## src/rtl/bfs_backtrack_if.sv

```systemverilog
// Stream and RAM-port bundle for the BFS backtrack stage.
// The master side reads the distance RAM and produces path beats;
// the slave side is the distance RAM plus the path consumer.
interface bfs_backtrack_if #(
   parameter int W  = 16,
   parameter int H  = 16,
   parameter int DW = 8
);
   localparam int XW = $clog2(W);
   localparam int YW = $clog2(H);
   localparam int AW = $clog2(W * H);

   // distance RAM read port (registered read, one cycle latency)
   logic          dist_rd_en;
   logic [AW-1:0] dist_addr;
   logic [DW-1:0] dist_rdata;

   // path beat stream, goal first, start last
   logic          path_valid;
   logic          path_rdy;
   logic [XW-1:0] path_x;
   logic [YW-1:0] path_y;
   logic          path_last;

   modport master (
      output dist_rd_en, dist_addr,
      input  dist_rdata,
      output path_valid, path_x, path_y, path_last,
      input  path_rdy
   );

   modport slave (
      input  dist_rd_en, dist_addr,
      output dist_rdata,
      input  path_valid, path_x, path_y, path_last,
      output path_rdy
   );
endinterface

```

## src/rtl/bfs_backtrack.sv

```systemverilog
// Backtrack stage of the BFS maze solver: walks the distance RAM from
// the goal back to the start, always stepping to a neighbour whose
// distance is exactly one less, and streams each visited cell out.
module bfs_backtrack #(
   parameter  int W  = 16,
   parameter  int H  = 16,
   parameter  int DW = 8,
   localparam int XW = $clog2(W),
   localparam int YW = $clog2(H),
   localparam int AW = $clog2(W * H)
) (
   input  logic           clk,
   input  logic           rst_n,
   input  logic           bt_en,
   input  logic [XW-1:0]  start_x,
   input  logic [YW-1:0]  start_y,
   input  logic [XW-1:0]  goal_x,
   input  logic [YW-1:0]  goal_y,
   bfs_backtrack_if.master bus,
   output logic [DW-1:0]  path_len,
   output logic           bt_done,
   output logic           bt_no_path
);

   localparam logic [DW-1:0] INF = '1;

   typedef enum logic [2:0] {
      S_IDLE,
      S_RDG,
      S_CHKG,
      S_EMIT,
      S_PRB,
      S_CHK,
      S_DONE
   } state_t;

   state_t        state_q,      state_d;
   logic          bt_en_q;
   logic [XW-1:0] start_x_q,    start_x_d;
   logic [YW-1:0] start_y_q,    start_y_d;
   logic [XW-1:0] goal_x_q,     goal_x_d;
   logic [YW-1:0] goal_y_q,     goal_y_d;
   logic [XW-1:0] cur_x_q,      cur_x_d;
   logic [YW-1:0] cur_y_q,      cur_y_d;
   logic [DW-1:0] d_q,          d_d;
   // 0..3 = N,E,S,W; 4 means every direction has been tried
   logic [2:0]    dir_q,        dir_d;
   logic          path_valid_q, path_valid_d;
   logic [XW-1:0] path_x_q,     path_x_d;
   logic [YW-1:0] path_y_q,     path_y_d;
   logic          path_last_q,  path_last_d;
   logic [DW-1:0] path_len_q,   path_len_d;
   logic          bt_done_q,    bt_done_d;
   logic          bt_no_path_q, bt_no_path_d;

   // neighbour candidates of the current cell, indexed by direction
   logic          nb_ok [4];
   logic [XW-1:0] nb_x  [4];
   logic [YW-1:0] nb_y  [4];

   logic          probe_found;
   logic [1:0]    probe_dir;
   logic [1:0]    chk_dir;
   logic          chk_match;
   logic          rd_en;
   logic [AW-1:0] rd_addr;

   function automatic logic [AW-1:0] addr_of(input logic [XW-1:0] x,
                                             input logic [YW-1:0] y);
      return AW'(32'(y) * 32'(W) + 32'(x));
   endfunction

   generate
      for (genvar gi = 0; gi < 4; gi++) begin : g_nb
         if (gi == 0) begin : g_north
            assign nb_ok[gi] = (cur_y_q != '0);
            assign nb_x[gi]  = cur_x_q;
            assign nb_y[gi]  = cur_y_q - YW'(1);
         end else if (gi == 1) begin : g_east
            assign nb_ok[gi] = (32'(cur_x_q) < 32'(W - 1));
            assign nb_x[gi]  = cur_x_q + XW'(1);
            assign nb_y[gi]  = cur_y_q;
         end else if (gi == 2) begin : g_south
            assign nb_ok[gi] = (32'(cur_y_q) < 32'(H - 1));
            assign nb_x[gi]  = cur_x_q;
            assign nb_y[gi]  = cur_y_q + YW'(1);
         end else begin : g_west
            assign nb_ok[gi] = (cur_x_q != '0);
            assign nb_x[gi]  = cur_x_q - XW'(1);
            assign nb_y[gi]  = cur_y_q;
         end
      end
   endgenerate

   // first in-bounds direction at or after dir_q; out-of-bounds ones are skipped in the same cycle
   always_comb begin
      probe_found = 1'b0;
      probe_dir   = 2'd0;
      for (int i = 3; i >= 0; i--) begin
         if (i >= int'(dir_q) && nb_ok[i]) begin
            probe_found = 1'b1;
            probe_dir   = 2'(i);
         end
      end
   end

   // neighbour under test in CHK; a zero distance or INF can never be the predecessor
   always_comb begin
      chk_dir   = dir_q[1:0];
      chk_match = (d_q != '0) && (bus.dist_rdata != INF) &&
                  (bus.dist_rdata == d_q - DW'(1));
   end

   // RAM strobe decoded from the registered state: RDG and PRB are the only
   // read states and are never adjacent, so reads never issue back to back
   always_comb begin
      rd_en   = 1'b0;
      rd_addr = '0;
      if (state_q == S_RDG) begin
         rd_en   = 1'b1;
         rd_addr = addr_of(goal_x_q, goal_y_q);
      end else if (state_q == S_PRB && probe_found) begin
         rd_en   = 1'b1;
         rd_addr = addr_of(nb_x[probe_dir], nb_y[probe_dir]);
      end
   end

   // walk control: next state and next values of every registered output
   always_comb begin
      state_d      = state_q;
      start_x_d    = start_x_q;
      start_y_d    = start_y_q;
      goal_x_d     = goal_x_q;
      goal_y_d     = goal_y_q;
      cur_x_d      = cur_x_q;
      cur_y_d      = cur_y_q;
      d_d          = d_q;
      dir_d        = dir_q;
      path_valid_d = path_valid_q;
      path_x_d     = path_x_q;
      path_y_d     = path_y_q;
      path_last_d  = path_last_q;
      path_len_d   = path_len_q;
      bt_done_d    = 1'b0;
      bt_no_path_d = 1'b0;

      case (state_q)
         S_IDLE: begin
            if (bt_en && !bt_en_q) begin
               start_x_d = start_x;
               start_y_d = start_y;
               goal_x_d  = goal_x;
               goal_y_d  = goal_y;
               cur_x_d   = goal_x;
               cur_y_d   = goal_y;
               state_d   = S_RDG;
            end
         end
         S_RDG: begin
            state_d = S_CHKG;
         end
         S_CHKG: begin
            if (bus.dist_rdata == INF) begin
               bt_done_d    = 1'b1;
               bt_no_path_d = 1'b1;
               state_d      = S_DONE;
            end else begin
               d_d          = bus.dist_rdata;
               path_len_d   = bus.dist_rdata;
               path_valid_d = 1'b1;
               path_x_d     = cur_x_q;
               path_y_d     = cur_y_q;
               path_last_d  = (cur_x_q == start_x_q) && (cur_y_q == start_y_q);
               state_d      = S_EMIT;
            end
         end
         S_EMIT: begin
            if (bus.path_rdy) begin
               path_valid_d = 1'b0;
               if (path_last_q) begin
                  bt_done_d = 1'b1;
                  state_d   = S_DONE;
               end else begin
                  dir_d   = 3'd0;
                  state_d = S_PRB;
               end
            end
         end
         S_PRB: begin
            if (probe_found) begin
               dir_d   = {1'b0, probe_dir};
               state_d = S_CHK;
            end else begin
               // no neighbour one step closer: the map is inconsistent
               bt_done_d    = 1'b1;
               bt_no_path_d = 1'b1;
               state_d      = S_DONE;
            end
         end
         S_CHK: begin
            if (chk_match) begin
               cur_x_d      = nb_x[chk_dir];
               cur_y_d      = nb_y[chk_dir];
               d_d          = d_q - DW'(1);
               path_valid_d = 1'b1;
               path_x_d     = nb_x[chk_dir];
               path_y_d     = nb_y[chk_dir];
               path_last_d  = (nb_x[chk_dir] == start_x_q) && (nb_y[chk_dir] == start_y_q);
               state_d      = S_EMIT;
            end else begin
               dir_d   = dir_q + 3'd1;
               state_d = S_PRB;
            end
         end
         S_DONE: begin
            state_d = S_IDLE;
         end
         default: begin
            state_d = S_IDLE;
         end
      endcase

      // dropping the enable mid-walk abandons it silently, discarding any pending beat
      if (!bt_en && state_q != S_IDLE && state_q != S_DONE) begin
         state_d      = S_IDLE;
         path_valid_d = 1'b0;
         bt_done_d    = 1'b0;
         bt_no_path_d = 1'b0;
      end
   end

   // state and output registers, cleared asynchronously so outputs drop the moment reset asserts
   always_ff @(posedge clk or negedge rst_n) begin
      if (!rst_n) begin
         state_q      <= S_IDLE;
         bt_en_q      <= 1'b0;
         start_x_q    <= '0;
         start_y_q    <= '0;
         goal_x_q     <= '0;
         goal_y_q     <= '0;
         cur_x_q      <= '0;
         cur_y_q      <= '0;
         d_q          <= '0;
         dir_q        <= '0;
         path_valid_q <= 1'b0;
         path_x_q     <= '0;
         path_y_q     <= '0;
         path_last_q  <= 1'b0;
         path_len_q   <= '0;
         bt_done_q    <= 1'b0;
         bt_no_path_q <= 1'b0;
      end else begin
         state_q      <= state_d;
         bt_en_q      <= bt_en;
         start_x_q    <= start_x_d;
         start_y_q    <= start_y_d;
         goal_x_q     <= goal_x_d;
         goal_y_q     <= goal_y_d;
         cur_x_q      <= cur_x_d;
         cur_y_q      <= cur_y_d;
         d_q          <= d_d;
         dir_q        <= dir_d;
         path_valid_q <= path_valid_d;
         path_x_q     <= path_x_d;
         path_y_q     <= path_y_d;
         path_last_q  <= path_last_d;
         path_len_q   <= path_len_d;
         bt_done_q    <= bt_done_d;
         bt_no_path_q <= bt_no_path_d;
      end
   end

   assign bus.dist_rd_en = rd_en;
   assign bus.dist_addr  = rd_addr;
   assign bus.path_valid = path_valid_q;
   assign bus.path_x     = path_x_q;
   assign bus.path_y     = path_y_q;
   assign bus.path_last  = path_last_q;
   assign path_len       = path_len_q;
   assign bt_done        = bt_done_q;
   assign bt_no_path     = bt_no_path_q;

endmodule

```

## src/flat_wrapper.sv

```systemverilog
// flat-port wrapper written by rule: the top's interface ports become plain ports
module bfs_backtrack_flat 
#(
   parameter  int W  = 16,
   parameter  int H  = 16,
   parameter  int DW = 8,
   localparam int XW = $clog2(W),
   localparam int YW = $clog2(H),
   localparam int AW = $clog2(W * H)
)
  (clk, rst_n, bt_en, start_x, start_y, goal_x, goal_y, path_len, bt_done, bt_no_path, bus_dist_rd_en, bus_dist_addr, bus_dist_rdata, bus_path_valid, bus_path_x, bus_path_y, bus_path_last, bus_path_rdy);
  bfs_backtrack_if #(.W(W), .H(H), .DW(DW)) bus_i ();
  input  logic clk;
  input  logic rst_n;
  input  logic bt_en;
  input  logic [XW-1:0] start_x;
  input  logic [YW-1:0] start_y;
  input  logic [XW-1:0] goal_x;
  input  logic [YW-1:0] goal_y;
  output logic [DW-1:0] path_len;
  output logic bt_done;
  output logic bt_no_path;
  output wire logic [$bits(bus_i.dist_rd_en)-1:0] bus_dist_rd_en;
  output wire logic [$bits(bus_i.dist_addr)-1:0] bus_dist_addr;
  input wire logic [$bits(bus_i.dist_rdata)-1:0] bus_dist_rdata;
  output wire logic [$bits(bus_i.path_valid)-1:0] bus_path_valid;
  output wire logic [$bits(bus_i.path_x)-1:0] bus_path_x;
  output wire logic [$bits(bus_i.path_y)-1:0] bus_path_y;
  output wire logic [$bits(bus_i.path_last)-1:0] bus_path_last;
  input wire logic [$bits(bus_i.path_rdy)-1:0] bus_path_rdy;
  assign bus_dist_rd_en = bus_i.dist_rd_en;
  assign bus_dist_addr = bus_i.dist_addr;
  assign bus_i.dist_rdata = bus_dist_rdata;
  assign bus_path_valid = bus_i.path_valid;
  assign bus_path_x = bus_i.path_x;
  assign bus_path_y = bus_i.path_y;
  assign bus_path_last = bus_i.path_last;
  assign bus_i.path_rdy = bus_path_rdy;
  bfs_backtrack #(.W(W), .H(H), .DW(DW)) u_core (.clk(clk), .rst_n(rst_n), .bt_en(bt_en), .start_x(start_x), .start_y(start_y), .goal_x(goal_x), .goal_y(goal_y), .bus(bus_i), .path_len(path_len), .bt_done(bt_done), .bt_no_path(bt_no_path));
endmodule
```

## config.mk

```make
export PLATFORM = sky130hd
export DESIGN_NAME = bfs_backtrack_flat
export DESIGN_NICKNAME = d
export VERILOG_FILES = /design/src/rtl/bfs_backtrack_if.sv /design/src/rtl/bfs_backtrack.sv /design/src/flat_wrapper.sv
export SDC_FILE = /design/constraint.sdc
export NUM_CORES = 1
export LEC_CHECK = 0
export ABC_AREA = 1
export CAP_MARGIN = 20
export CORE_MARGIN = 4
export CORE_UTILIZATION = 50
export DETAILED_ROUTE_END_ITERATION = 8
export PLACE_DENSITY_LB_ADDON = 0.25
export SLEW_MARGIN = 20
export SYNTH_ARGS = -nofsm -noshare
export SYNTH_HDL_FRONTEND = slang
export SYNTH_SLANG_ARGS = --single-unit
```

## constraint.sdc

```tcl
create_clock -name clk -period 2.2 [get_ports clk]
set_input_delay 0.44 -clock clk [delete_from_list [all_inputs] [get_ports clk]]
set_output_delay 0.44 -clock clk [all_outputs]
set_load 0.02 [all_outputs]
```

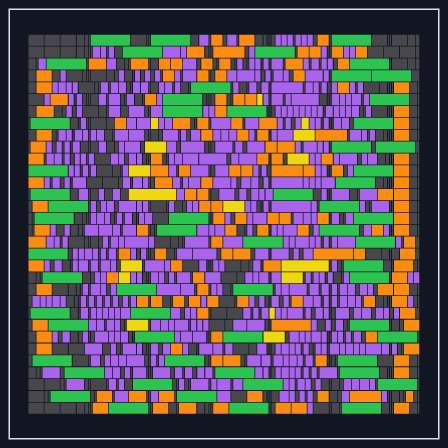
**Above:** run 1 (cells colored by class).
Fill, decap, tap and diode cells in gray.
Orange marks other buffers and delay cells, cells 147, share of their area 23%. Green marks flops, cells 59, share of their area 25%. Purple marks all other logic, cells 524, share of their area 48%. Yellow marks clock drivers and dummy loads, cells 16, share of their area 3.6%.
post-route cell area: 0.00598 mm2
utilization after layout: 0.766
Seq area share: 0.247

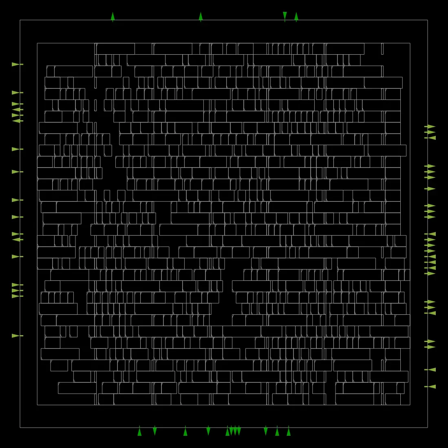
**Above:** run 1 (cell outlines without signal wires).
FP Rows: 32
fin cells: 848
Well Taps: 102

==> results.ini, run 1 <==
[sta]
finalCritPeriodShare=1.18
timing_hold_violations_final=0
fin_ws_ns=-0.406
setup_violations=11
finClkSkew_ns=0.0122
rsz0062_at_grt=yes
slew_viol_final=0

[cts]
cts_inserted_buffers=9
htree_levels=3

[worst_setup_path]
critPathLaunch=u_core.cur_x_q[1]
rrSetupSlack_ns=0.01
cp_max_fo=5
critPathLaunchType=flop
crit_family=buffers and inverters
arrival_ns=2.17
slowest_stage=dfrtp_1

[yosys]
synthTopCellsByArea=dfrtp_1 (36%), nand2_1 (18%), nand3_1 (7.4%), inv_1 (6.0%), o21ai_0 (5.7%)
top_area_frac=0.364
edf_count=0
netlist_instances=604
mux_share=0.0139
ys_cells=604
yosys-stat-area_mm2=0.00406
yosysTopAreaCell=dfrtp_1

[power]
p_int_uw=4670
pwr-share-clk=0.126
power_density_mw_per_mm2=1460
swShare=0.464

[hold_path]
worstHoldPathType=input pin to asynchronous set/reset pin

[layout]
largestClassByArea=logic gates
final_common_cell=nand2_1
n_all_inverters=69
buffer_area_frac=0.229

[die]
die_width_um=98.1

[global_route]
groute.usage.overall=0.269
grt.overflow.total=0
grt_antenna_before_repair=0

[route]
wl_per_cell_um=16.0
dr.max_layer_used=met4

[run_status]
outcome=finished with violations
violations=negative setup slack

[placement]
placed_cells_incl_taps=815
dp_hpwl_um=9470
placed_area_mm2=0.00526

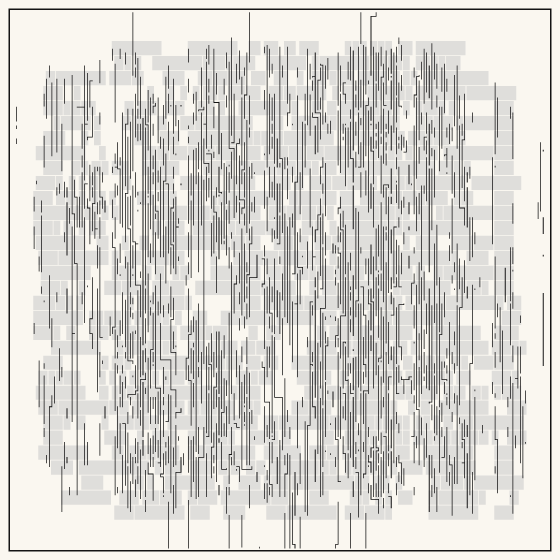
**Above:** run 1 (the metal 2 layer).
The layer carries 6340 um of wire. The wires run mostly vertical. The longest straight run is 42.0 um.
M2 GR Usage: 0.442
Vias: 4639
Routed WL: 13500 um

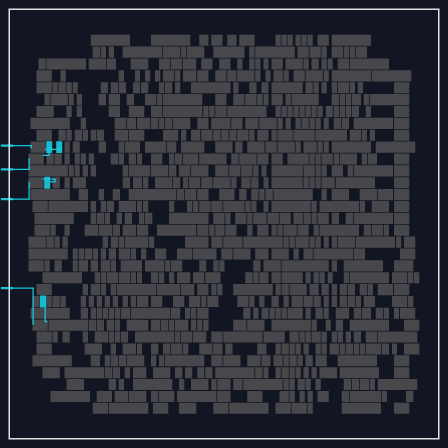
**Above:** run 1 (nets reached from selected ports).
Cyan marks `start_x`, bits 4, direction input, end cells 4, wire 49.9 um.
# port buffers: 56
IO Count: 57

==> run 2: changes to the inputs <==
Settings changed: CORE_UTILIZATION 50 to 52, CTS_BUF_LIST set to sky130_fd_sc_hd__clkbuf_8, GPL_ROUTABILITY_DRIVEN set to 0.
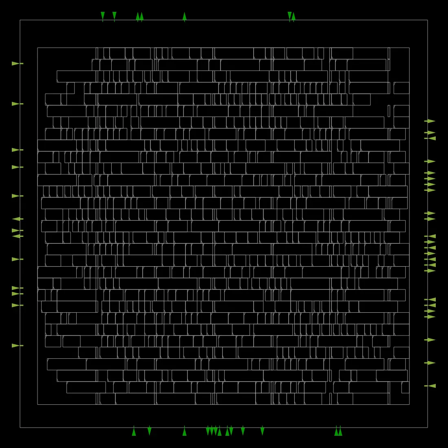
**Above:** run 2 (cell outlines without signal wires).
fillers: 416
Seq area share: 0.239

==> run 2 against run 1 <==
The flow still finishes with violations (negative setup slack). Synthesized cell count is the same. Die area fell by 3.5%. Area after synthesis is the same. Critical endpoint is now bus_dist_addr[6]. Highest routed layer unchanged. Global-route usage grew 2.6 points. First-iteration DRC count up 110%. Largest cell class unchanged. Combinational power up 6.7%. Non-clock buffer count up 10. Setup slack got worse by 0.20 ns. Utilization increased by 6.8 points. Cell area is 3.3% higher. Critical path depth grew 2. Flip-flop count unchanged.
==> results.ini, run 2 <==
[layout]
postLayoutCoreUtil=0.834
instances_no_fill=854
buffer_area_frac=0.236
largestClassByArea=logic gates
stdcell_area_mm2=0.00618
n_all_inverters=69
final_common_cell=nand2_1

[cts]
htree_levels=3
cts_inserted_buffers=9

[run_status]
outcome=finished with violations
violations=negative setup slack

[worst_setup_path]
cp_max_fo=6
crit_family=simple AND/OR/NAND/NOR gates
slowest_stage=dfrtp_1
critPathLaunchType=flop
arrival_ns=2.37

[yosys]
mux_share=0.0139
yosys-stat-area_mm2=0.00406
edf_count=0
netlist_instances=604
ys_cells=604

[sta]
fin_ws_ns=-0.607
finalCritPeriodShare=1.28
rsz0062_at_grt=yes
timing_hold_violations_final=0
finClkSkew_ns=0.0136
setup_violations=20

[power]
pwr-share-clk=0.113

[placement]
placed_cells_incl_taps=813
dp_hpwl_um=8900

[route]
wl_per_cell_um=18.7
vias=5123
dr.max_layer_used=met4

[global_route]
grt.overflow.total=0

[die]
ios=57

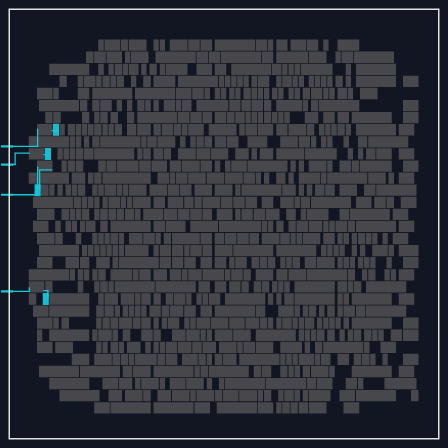
**Above:** run 2 (nets reached from selected ports).
Cyan marks `start_x`, bits 4, direction input, end cells 4, wire 46.5 um.

==> run 3: changes to the inputs <==
--- a/config.mk
+++ b/config.mk
@@ -10,4 +10,4 @@
 export CORE_MARGIN = 4
-export CORE_UTILIZATION = 52
-export CTS_BUF_LIST = sky130_fd_sc_hd__clkbuf_8
+export CORE_UTILIZATION = 50
+export CTS_CLUSTER_SIZE = 10
 export DETAILED_ROUTE_END_ITERATION = 8
--- a/constraint.sdc
+++ b/constraint.sdc
@@ -3,2 +3,2 @@
 set_output_delay 0.44 -clock clk [all_outputs]
-set_load 0.02 [all_outputs]
+set_load 0.005 [all_outputs]
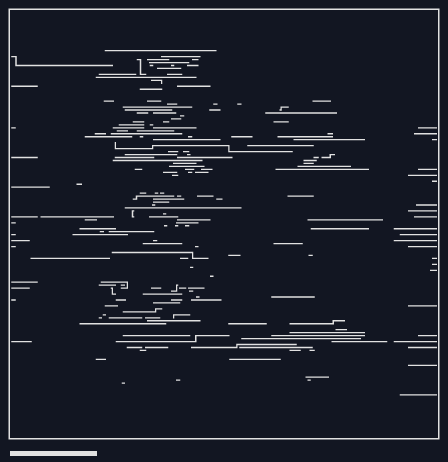
**Above:** run 3 (met3 routing).
Bar = 20 um.
138 nets have wire on it. The layer holds 9.0% of the routed length. The longest straight run is 27.1 um. The wires run mostly horizontal. The layer carries 1230 um of wire.
met3 usage: 0.0500
Routed WL: 13800 um

==> run 3 against run 2 <==
The run still ends with negative setup slack left. Critical path type unchanged. Largest cell class unchanged. Clock skew decreased by 0.00089 ns. Power decreased by 10%. Highest routed layer unchanged. Via count is 5.6% lower. Critical path depth down 2.
==> results.ini, run 3 <==
[die]
taps=102
die_width_um=98.1
ios=57
rows=32

[route]
dr.max_layer_used=met4
vias=4838

[yosys]
yosysTopAreaCell=dfrtp_1
yosys-stat-area_mm2=0.00406
top_area_frac=0.364
netlist_instances=604
synthTopCellsByArea=dfrtp_1 (36%), nand2_1 (18%), nand3_1 (7.4%), inv_1 (6.0%), o21ai_0 (5.7%)

[global_route]
grt.overflow.total=0
groute.usage.overall=0.256

[sta]
setup_violations=9
fin_ws_ns=-0.533
timing_hold_violations_final=0

[cts]
htree_levels=3
cts_inserted_buffers=9

[power]
pwr-share-clk=0.107
power_density_mw_per_mm2=1380

[layout]
fillers=552
stdcell_area_mm2=0.00593

[worst_setup_path]
arrival_ns=2.29
rrSetupSlack_ns=0.05
critPathLaunch=u_core.cur_x_q[0]

[run_status]
violations=negative setup slack
outcome=finished with violations

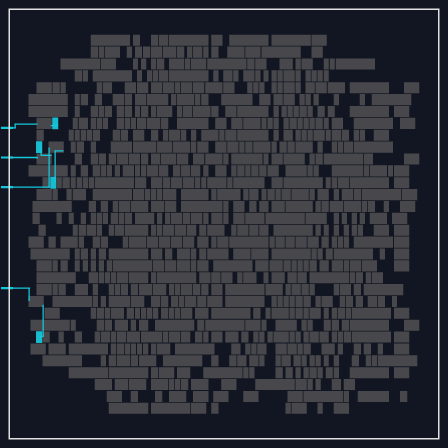
**Above:** run 3 (nets reached from selected ports).
Cyan marks `start_x`, bits 4, direction input, end cells 4, wire 59.5 um.

Power figures rest on the tool's default switching activity, not on a simulated workload.
